### config.mk
export PLATFORM = sky130hd
export DESIGN_NAME = axis_preamble_insert
export DESIGN_NICKNAME = d
export VERILOG_FILES = /design/src/rtl/axis_preamble_insert.sv
export SDC_FILE = /design/constraint.sdc
export NUM_CORES = 1
export LEC_CHECK = 0
export CAP_MARGIN = 25
export CORE_UTILIZATION = 51
export CTS_CLUSTER_DIAMETER = 80
export DETAILED_ROUTE_END_ITERATION = 8
export PLACE_DENSITY = 0.84
export SETUP_SLACK_MARGIN = 0.3
export SLEW_MARGIN = 20
export SYNTH_ARGS = -nofsm -noshare
export SYNTH_HDL_FRONTEND = slang
export SYNTH_SLANG_ARGS = --single-unit
### constraint.sdc
create_clock -name clk -period 3 [get_ports clk]
set_clock_uncertainty 0.15 [all_clocks]
set_input_delay 0.9 -clock clk [delete_from_list [all_inputs] [get_ports clk]]
set_output_delay 0.9 -clock clk [all_outputs]
set_load 0.01 [all_outputs]
### src/rtl/axis_preamble_insert.sv
// Inserts a fixed PRE_LEN-symbol preamble in front of every tfirst-marked frame
// on a tvalid/tnext symbol stream; symbols before the first frame marker are dropped.
module axis_preamble_insert #(
    parameter int                    M        = 5,
    parameter int                    PRE_LEN  = 4,
    parameter logic [PRE_LEN*M-1:0]  PREAMBLE = 20'hF82AA,
    parameter int                    CNT_W    = 16
) (
    input  logic             clk,
    input  logic             rst,
    input  logic [M-1:0]     s_axis_tdata,
    input  logic             s_axis_tfirst,
    input  logic             s_axis_tvalid,
    output logic             s_axis_tnext,
    output logic [M-1:0]     m_axis_tdata,
    output logic             m_axis_tfirst,
    output logic             m_axis_tvalid,
    input  logic             m_axis_tnext,
    output logic [CNT_W-1:0] frame_count,
    output logic [CNT_W-1:0] drop_count
);

    localparam int IDX_W = $clog2(PRE_LEN + 1);

    typedef enum logic [1:0] {HUNT, PRE, HEAD, PASS} state_t;

    state_t             state_q, state_d;
    logic [IDX_W-1:0]   idx_q, idx_d;
    logic [CNT_W-1:0]   frame_q, frame_d;
    logic [CNT_W-1:0]   drop_q, drop_d;
    logic               start_s;
    logic               m_xfer_s;

    // Preamble symbol i, taken MSB-first from the packed constant.
    function automatic logic [M-1:0] pre_sym(input logic [IDX_W-1:0] i);
        logic [PRE_LEN*M-1:0] sh;
        sh = PREAMBLE << (int'(i) * M);
        return sh[PRE_LEN*M-1 -: M];
    endfunction

    // Handshake and data outputs; pass-through states are purely combinational.
    always_comb begin
        m_axis_tvalid = 1'b0;
        m_axis_tfirst = 1'b0;
        m_axis_tdata  = s_axis_tdata;
        s_axis_tnext  = 1'b0;
        start_s       = 1'b0;
        if (rst) begin
            m_axis_tvalid = 1'b0;
            s_axis_tnext  = 1'b0;
        end else begin
            case (state_q)
                HUNT, PASS: begin
                    if (s_axis_tvalid && s_axis_tfirst) begin
                        // The frame's first symbol stays held upstream until the preamble is out.
                        start_s       = 1'b1;
                        m_axis_tvalid = 1'b1;
                        m_axis_tfirst = 1'b1;
                        m_axis_tdata  = pre_sym('0);
                    end else if (state_q == PASS) begin
                        m_axis_tvalid = s_axis_tvalid;
                        s_axis_tnext  = m_axis_tnext & s_axis_tvalid;
                    end else begin
                        s_axis_tnext  = s_axis_tvalid;
                    end
                end
                PRE: begin
                    m_axis_tvalid = 1'b1;
                    m_axis_tdata  = pre_sym(idx_q);
                end
                HEAD: begin
                    m_axis_tvalid = s_axis_tvalid;
                    s_axis_tnext  = m_axis_tnext & s_axis_tvalid;
                end
                default: begin
                    m_axis_tvalid = 1'b0;
                end
            endcase
        end
    end

    assign m_xfer_s = m_axis_tvalid & m_axis_tnext;

    // Next-state, preamble index and statistics counters.
    always_comb begin
        state_d = state_q;
        idx_d   = idx_q;
        frame_d = frame_q;
        drop_d  = drop_q;
        case (state_q)
            HUNT, PASS: begin
                if (start_s) begin
                    if (m_xfer_s) begin
                        frame_d = frame_q + CNT_W'(1);
                        idx_d   = IDX_W'(1);
                        state_d = (PRE_LEN > 1) ? PRE : HEAD;
                    end else begin
                        state_d = state_q;
                    end
                end else if (state_q == HUNT && s_axis_tvalid) begin
                    drop_d = drop_q + CNT_W'(1);
                end else begin
                    drop_d = drop_q;
                end
            end
            PRE: begin
                if (m_xfer_s) begin
                    idx_d = idx_q + IDX_W'(1);
                    if (idx_q == IDX_W'(PRE_LEN - 1)) begin
                        state_d = HEAD;
                    end else begin
                        state_d = PRE;
                    end
                end else begin
                    idx_d = idx_q;
                end
            end
            HEAD: begin
                if (m_xfer_s) begin
                    state_d = PASS;
                end else begin
                    state_d = HEAD;
                end
            end
            default: begin
                state_d = HUNT;
            end
        endcase
    end

    // State registers with synchronous reset.
    always_ff @(posedge clk) begin
        if (rst) begin
            state_q <= HUNT;
            idx_q   <= '0;
            frame_q <= '0;
            drop_q  <= '0;
        end else begin
            state_q <= state_d;
            idx_q   <= idx_d;
            frame_q <= frame_d;
            drop_q  <= drop_d;
        end
    end

    assign frame_count = frame_q;
    assign drop_count  = drop_q;

endmodule

==> out/results.tsv, run 1 <==
stage	metric	value	unit
run_status	status	finished, violations left	
run_status	failing checks	setup timing	
setup_path	Worst setup EP type	primary output	
final_timing	hold slack	0.336	ns
yosys	Complex Gates by Area	17.6	%
drt	highest metal used	met4	
cells_and_area	clk tree area frac	3.58	%
drt	Via Count	2475	
power_and_ir_drop	Pwr Total	1300	uW
floorplanning	die area	4740	sq um
yosys	number of enable flip-flop cells	0	
hold_path	Worst Hold Launch	frame_count[15]	
setup_path	Worst Path Buf+Inv	2	
cells_and_area	Filler cells	275	
final_timing	RSZ-0062 raised after global routing	true	
setup_path	Crit Reg-Reg Endpoint	idx_q[0]	
setup_path	CP cell instances	ha_4 > ha_4 > ha_4 > buf_4 > nand2b_4 > a32oi_1 > o22ai_1 > o21a_1 > buf_2	
drt	initial DRC count	158	
power_and_ir_drop	Power Density	388	nW/um^2
final_timing	PnR worst setup slack	-0.140	ns
flow_run	max-cap check violation count	0	
clock_tree	setup bufs post-CTS	9	
setup_path	crit-path max FO	6	
placed_design	Final HPWL DP	4.18	mm
cells_and_area	final net count	380	
cells_and_area	logic share of the area	47.7	%
final_timing	final hold vios	0	
yosys	Synth Instances	267	
cells_and_area	top cell category	multi-input combinational cells	
hold_path	worst min path class	flip-flop to flip-flop	
grt	largest net degree at the start of global routing	36	
flow_run	tool warning count	38	
cells_and_area	final cell count without fillers	404	
yosys	Post-synth seq share	32.5	%
drt	wire length on met3	506	um
final_timing	fmax	0.318	GHz
setup_path	slowest CP cell	dfxtp_4	
setup_path	Critical Path Source	idx_q[0]	
floorplanning	row cnt	23	
yosys	Post-synth regs	37	
yosys	Simple-Gate Area Share	30.2	%
final_timing	Rel. slew slack	75.1	%
drt	final WL	7.25	mm
setup_path	Slowest Stage Delay on Critical Path	0.36	ns
floorplanning	Chip Width	68.9	um
placed_design	PortBufs	49	
floorplanning	num ports	50	
power_and_ir_drop	seq pwr	513	uW
hold_path	hold endpoint	frame_count[15]	
drt	met1 WL	2.86	mm
floorplanning	tap cells	50	
yosys	yosys cell count	267	
clock_tree	clock tree buffer depth	2	
setup_path	Setup crit end	m_axis_tdata[2]	
setup_path	CP startpoint kind	flip-flop	
yosys	synth top area cells	dfxtp_1 32%, ha_1 9.3%, a21oi_1 4.4%, nor2_1 4.1%, xor2_1 3.5%	
cells_and_area	ANT cells	0	
clock_tree	CTS Buf Count	5	
yosys	synthesized net count	294	
clock_tree	post_cts resized	86	
power_and_ir_drop	part of the power in registers	39.4	%
cells_and_area	Non-CTS buffers	89	
placed_design	gp weighted congestion	0.869	
grt	global-route wire length before repair	10.5	mm
placed_design	dpl cells	382	
floorplanning	FP Util	55.0	%
floorplanning	die extent in y	68.9	um
drt	post-DR vias/cell	6.13	
cells_and_area	most frequent logic cell in the layout	clkdlybuf4s50_1	
yosys	main flop type	dfxtp_1	
setup_path	crit path DAT	2.09	ns
drt	metal2 WL	3.66	mm
yosys	cell area after synthesis	2280	sq um
cells_and_area	#MultiIn Comb	211	
yosys	Synth top cell by count	dfxtp_1	
placed_design	DP Area	2990	sq um
yosys	YS chip area	2280	sq um
final_timing	setup TNS	-0.522	ns
clock_tree	clk sink count	37	
cells_and_area	Seq cells	37	
cells_and_area	final core utilization	81.0	%
final_timing	# setup viols final	5	
final_timing	max-slew violation count	0	
drt	drt drc	0	
clock_tree	H-tree Lvls	2	
cells_and_area	Design Area, Final	3360	sq um
floorplanning	core area	4140	sq um
yosys	Largest logic family	simple AND/OR/NAND/NOR gates	
yosys	syn avg cell area	8.54	sq um
yosys	yosys adder share	9.33	%
final_timing	cycle use final	105	%
drt	DR WL/cell	17.9	um
power_and_ir_drop	Clk pwr share	35.6	%
final_timing	Worst Tran Pin Value	0.370	ns
setup_path	worst-case reg-to-reg path depth	12	
yosys	fraction of registers with async set/reset	0	%
setup_path	Setup CP Type	flip-flop to primary output	
yosys	distinct lib cells	54	
clock_tree	clk_lat worst skew	0.30	ns
power_and_ir_drop	net switching fraction of the power	28.2	%
setup_path	most used cell, CP	ha_4	
yosys	yosys xor share	4.61	%
power_and_ir_drop	Cell Int Power	935	uW
power_and_ir_drop	NetSw	367	uW
power_and_ir_drop	Top power group	registers	
clock_tree	root buf cell	clkbuf_8	
cells_and_area	Top Layout Cells	37 x clkdlybuf4s50_1, 32 x dfxtp_1, 32 x buf_4	
grt	antenna violations before repair	0	
yosys	Synth top area share	32.5	%
power_and_ir_drop	combinational power	327	uW
cells_and_area	Area Growth Syn to Fin	47.1	%
power_and_ir_drop	leakage power	0.00124	uW
cells_and_area	NonClk Buf Share	23.4	%
setup_path	delay-heaviest family, CP	adder cells	
placed_design	worst slack at placement	-0.633	ns
cells_and_area	Non-CTS inverters	9	
power_and_ir_drop	peak supply drop	0.336	mV
drt	DR pass1 iterations	5	
clock_tree	cts hold-fix bufs	0	
setup_path	critical path depth	9	
clock_tree	clock slew at reported path FFs	0.08	ns
yosys	Ys Warns	0	
power_and_ir_drop	Logic pwr share	25.1	%
final_timing	Period minus WS final	3.14	ns
yosys	cell taking the most area after synthesis	dfxtp_1	
setup_path	register-to-register setup slack	0.37	ns
cells_and_area	CLK BUF	6	
setup_path	worst path required time	1.95	ns
cells_and_area	sequential cell area share	22.3	%
cells_and_area	layout cells sized above 1	27.7	%
cells_and_area	area occupied by registers	749	sq um
grt	vias in the first global route	2299	
yosys	Mux cell area share	1.81	%
yosys	most frequent cells after synthesis	37 x dfxtp_1, 25 x nor2_1, 20 x a21oi_1, 17 x ha_1	
hold_path	hold path depth	2	
grt	total global routing overflow	0	
setup_path	reg2reg start	state_q[0]	
power_and_ir_drop	P_clk	463	uW
clock_tree	CTS tree	built	
drt	ANT nets after route	0	
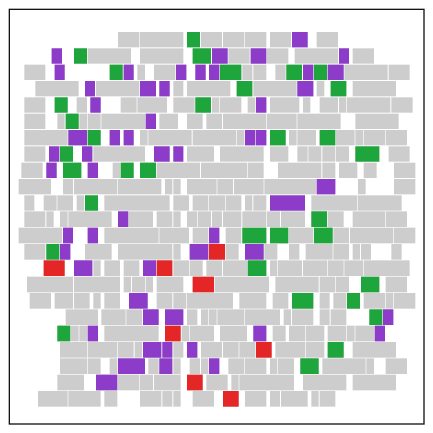
Fig. 1. Logic cells by family (run 1).
Drawn at 6 px/um.
Red stands for non-inverting ao/oa cells, cells 8. Purple stands for aoi and oai cells, cells 55. Green stands for and/or cells, cells 34.

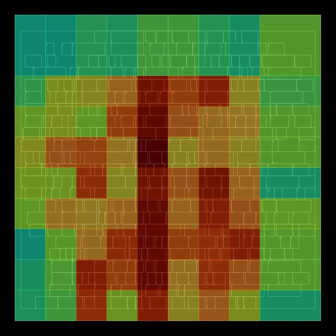
Fig. 2. Routing congestion map (run 1).
M2 GR Usage: 54.0%
gr busiest metal: met2
met1 usage: 34.6%
GR Util All Layers: 30.6%
met3 global-route usage: 7.07%

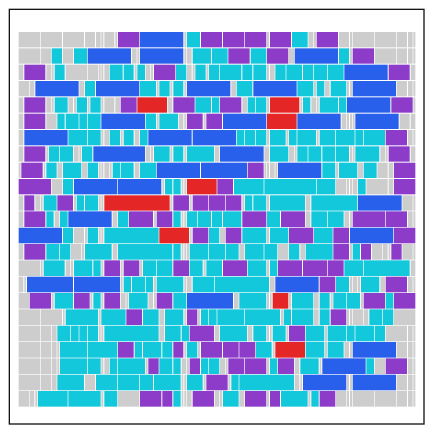
Fig. 3. Placement by cell class (run 1).
Drawn at 6 px/um. Fill, decap, tap and diode cells in gray.
Cyan stands for remaining logic cells, cells 220, share of their area 50%. Red stands for clock drivers and dummy loads, cells 8, share of their area 3.6%. Blue stands for registers, cells 37, share of their area 23%. Purple stands for remaining buffers and delay cells, cells 89, share of their area 24%.

==> inputs of run 2 (changes only) <==
- CAP_MARGIN: 25 -> 20
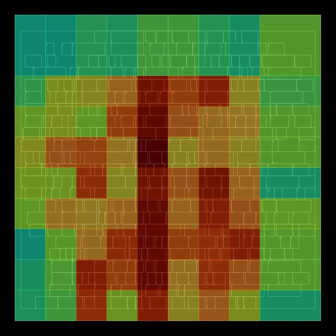
Fig. 4. Routing congestion map (run 2).
DR WL/cell: 17.9 um
final core utilization: 81.0%

==> run 2 against run 1 <==
Net effect:
- the run still ends with setup timing left
- utilization did not move
- sequential share of layout area did not move
- clock power barely moved
- worst hold slack did not move
- critical path depth did not move
- synthesized cell count did not move
- non-clock buffer count did not move
- synthesized area did not move
- cell area did not move
- routed wire length did not move
- power did not move
- critical endpoint unchanged
- highest routed layer unchanged
==> out/results.tsv, run 2 <==
stage	metric	value	unit
final_timing	fmax	0.318	GHz
grt	global-route wire length before repair	10.5	mm
cells_and_area	Non-CTS buffers	89	
power_and_ir_drop	leakage power	0.00124	uW
cells_and_area	Seq cells	37	
grt	vias in the first global route	2299	
yosys	Synth Instances	267	
clock_tree	CTS Buf Count	5	
yosys	cell area after synthesis	2280	sq um
yosys	Largest logic family	simple AND/OR/NAND/NOR gates	
hold_path	worst min path class	flip-flop to flip-flop	
drt	met1 WL	2.86	mm
setup_path	Slowest Stage Delay on Critical Path	0.36	ns
setup_path	slowest CP cell	dfxtp_4	
yosys	Synth top area share	32.5	%
setup_path	Critical Path Source	idx_q[0]	
grt	total global routing overflow	0	
floorplanning	num ports	50	
setup_path	reg2reg start	state_q[0]	
placed_design	worst slack at placement	-0.633	ns
floorplanning	core area	4140	sq um
yosys	distinct lib cells	54	
floorplanning	FP Util	55.0	%
placed_design	DP Area	2990	sq um
grt	largest net degree at the start of global routing	36	
grt	antenna violations before repair	0	
cells_and_area	Non-CTS inverters	9	
cells_and_area	CLK BUF	6	
run_status	failing checks	setup timing	
power_and_ir_drop	peak supply drop	0.336	mV
drt	metal2 WL	3.66	mm
final_timing	cycle use final	105	%
final_timing	final hold vios	0	
power_and_ir_drop	P_clk	463	uW
power_and_ir_drop	Logic pwr share	25.1	%
final_timing	RSZ-0062 raised after global routing	true	
clock_tree	CTS tree	built	
final_timing	Worst Tran Pin Value	0.370	ns
power_and_ir_drop	net switching fraction of the power	28.2	%
placed_design	gp weighted congestion	0.869	
cells_and_area	area occupied by registers	749	sq um
drt	DR pass1 iterations	5	
power_and_ir_drop	seq pwr	513	uW
yosys	number of enable flip-flop cells	0	
cells_and_area	logic share of the area	47.7	%
yosys	synth top area cells	dfxtp_1 32%, ha_1 9.3%, a21oi_1 4.4%, nor2_1 4.1%, xor2_1 3.5%	
setup_path	Setup crit end	m_axis_tdata[2]	
yosys	cell taking the most area after synthesis	dfxtp_1	
grt	M2 GR Usage	54.0	%
yosys	synthesized net count	294	
final_timing	hold slack	0.336	ns
setup_path	CP cell instances	ha_4 > ha_4 > ha_4 > buf_4 > nand2b_4 > a32oi_1 > o22ai_1 > o21a_1 > buf_2	
final_timing	PnR worst setup slack	-0.140	ns
setup_path	most used cell, CP	ha_4	
yosys	YS chip area	2280	sq um
final_timing	setup TNS	-0.522	ns
placed_design	Final HPWL DP	4.18	mm
setup_path	register-to-register setup slack	0.37	ns
final_timing	Rel. slew slack	75.1	%
setup_path	crit path DAT	2.09	ns
clock_tree	clock slew at reported path FFs	0.08	ns
setup_path	delay-heaviest family, CP	adder cells	
drt	initial DRC count	158	
drt	ANT nets after route	0	
grt	gr busiest metal	met2	
cells_and_area	Top Layout Cells	37 x clkdlybuf4s50_1, 32 x dfxtp_1, 32 x buf_4	
clock_tree	clk sink count	37	
cells_and_area	NonClk Buf Share	23.4	%
yosys	fraction of registers with async set/reset	0	%
yosys	yosys cell count	267	
cells_and_area	top cell category	multi-input combinational cells	
yosys	yosys xor share	4.61	%
yosys	Complex Gates by Area	17.6	%
yosys	Post-synth seq share	32.5	%
setup_path	worst-case reg-to-reg path depth	12	
setup_path	worst path required time	1.95	ns
clock_tree	post_cts resized	86	
cells_and_area	final net count	380	
yosys	syn avg cell area	8.54	sq um
grt	met3 global-route usage	7.07	%
drt	drt drc	0	
drt	post-DR vias/cell	6.13	
run_status	status	finished, violations left	
placed_design	dpl cells	382	
cells_and_area	Design Area, Final	3360	sq um
power_and_ir_drop	NetSw	367	uW
yosys	Ys Warns	0	
final_timing	# setup viols final	5	
power_and_ir_drop	Top power group	registers	
cells_and_area	Filler cells	275	
grt	met1 usage	34.6	%
clock_tree	clk_lat worst skew	0.30	ns
power_and_ir_drop	Power Density	388	nW/um^2
cells_and_area	most frequent logic cell in the layout	clkdlybuf4s50_1	
yosys	Post-synth regs	37	
yosys	Mux cell area share	1.81	%
clock_tree	clock tree buffer depth	2	
cells_and_area	final cell count without fillers	404	
clock_tree	cts hold-fix bufs	0	
cells_and_area	layout cells sized above 1	27.7	%
hold_path	hold endpoint	frame_count[15]	
floorplanning	row cnt	23	
floorplanning	tap cells	50	
clock_tree	root buf cell	clkbuf_8	
power_and_ir_drop	Cell Int Power	935	uW
drt	highest metal used	met4	
clock_tree	H-tree Lvls	2	
drt	wire length on met3	506	um
drt	Via Count	2475	
cells_and_area	clk tree area frac	3.58	%
placed_design	PortBufs	49	
cells_and_area	Area Growth Syn to Fin	47.1	%
flow_run	tool warning count	38	
hold_path	Worst Hold Launch	frame_count[15]	
yosys	yosys adder share	9.33	%
power_and_ir_drop	Clk pwr share	35.6	%
floorplanning	die extent in y	68.9	um
yosys	Simple-Gate Area Share	30.2	%
power_and_ir_drop	combinational power	327	uW
grt	GR Util All Layers	30.6	%
setup_path	Worst setup EP type	primary output	
cells_and_area	ANT cells	0	
hold_path	hold path depth	2	
flow_run	max-cap check violation count	0	
setup_path	crit-path max FO	6	
clock_tree	setup bufs post-CTS	9	
cells_and_area	#MultiIn Comb	211	
yosys	main flop type	dfxtp_1	
floorplanning	Chip Width	68.9	um
setup_path	critical path depth	9	
power_and_ir_drop	Pwr Total	1300	uW
final_timing	max-slew violation count	0	
setup_path	Crit Reg-Reg Endpoint	idx_q[0]	
drt	final WL	7.25	mm
power_and_ir_drop	part of the power in registers	39.4	%
yosys	most frequent cells after synthesis	37 x dfxtp_1, 25 x nor2_1, 20 x a21oi_1, 17 x ha_1	
setup_path	Setup CP Type	flip-flop to primary output	
final_timing	Period minus WS final	3.14	ns
Power and IR drop assume default switching activity.
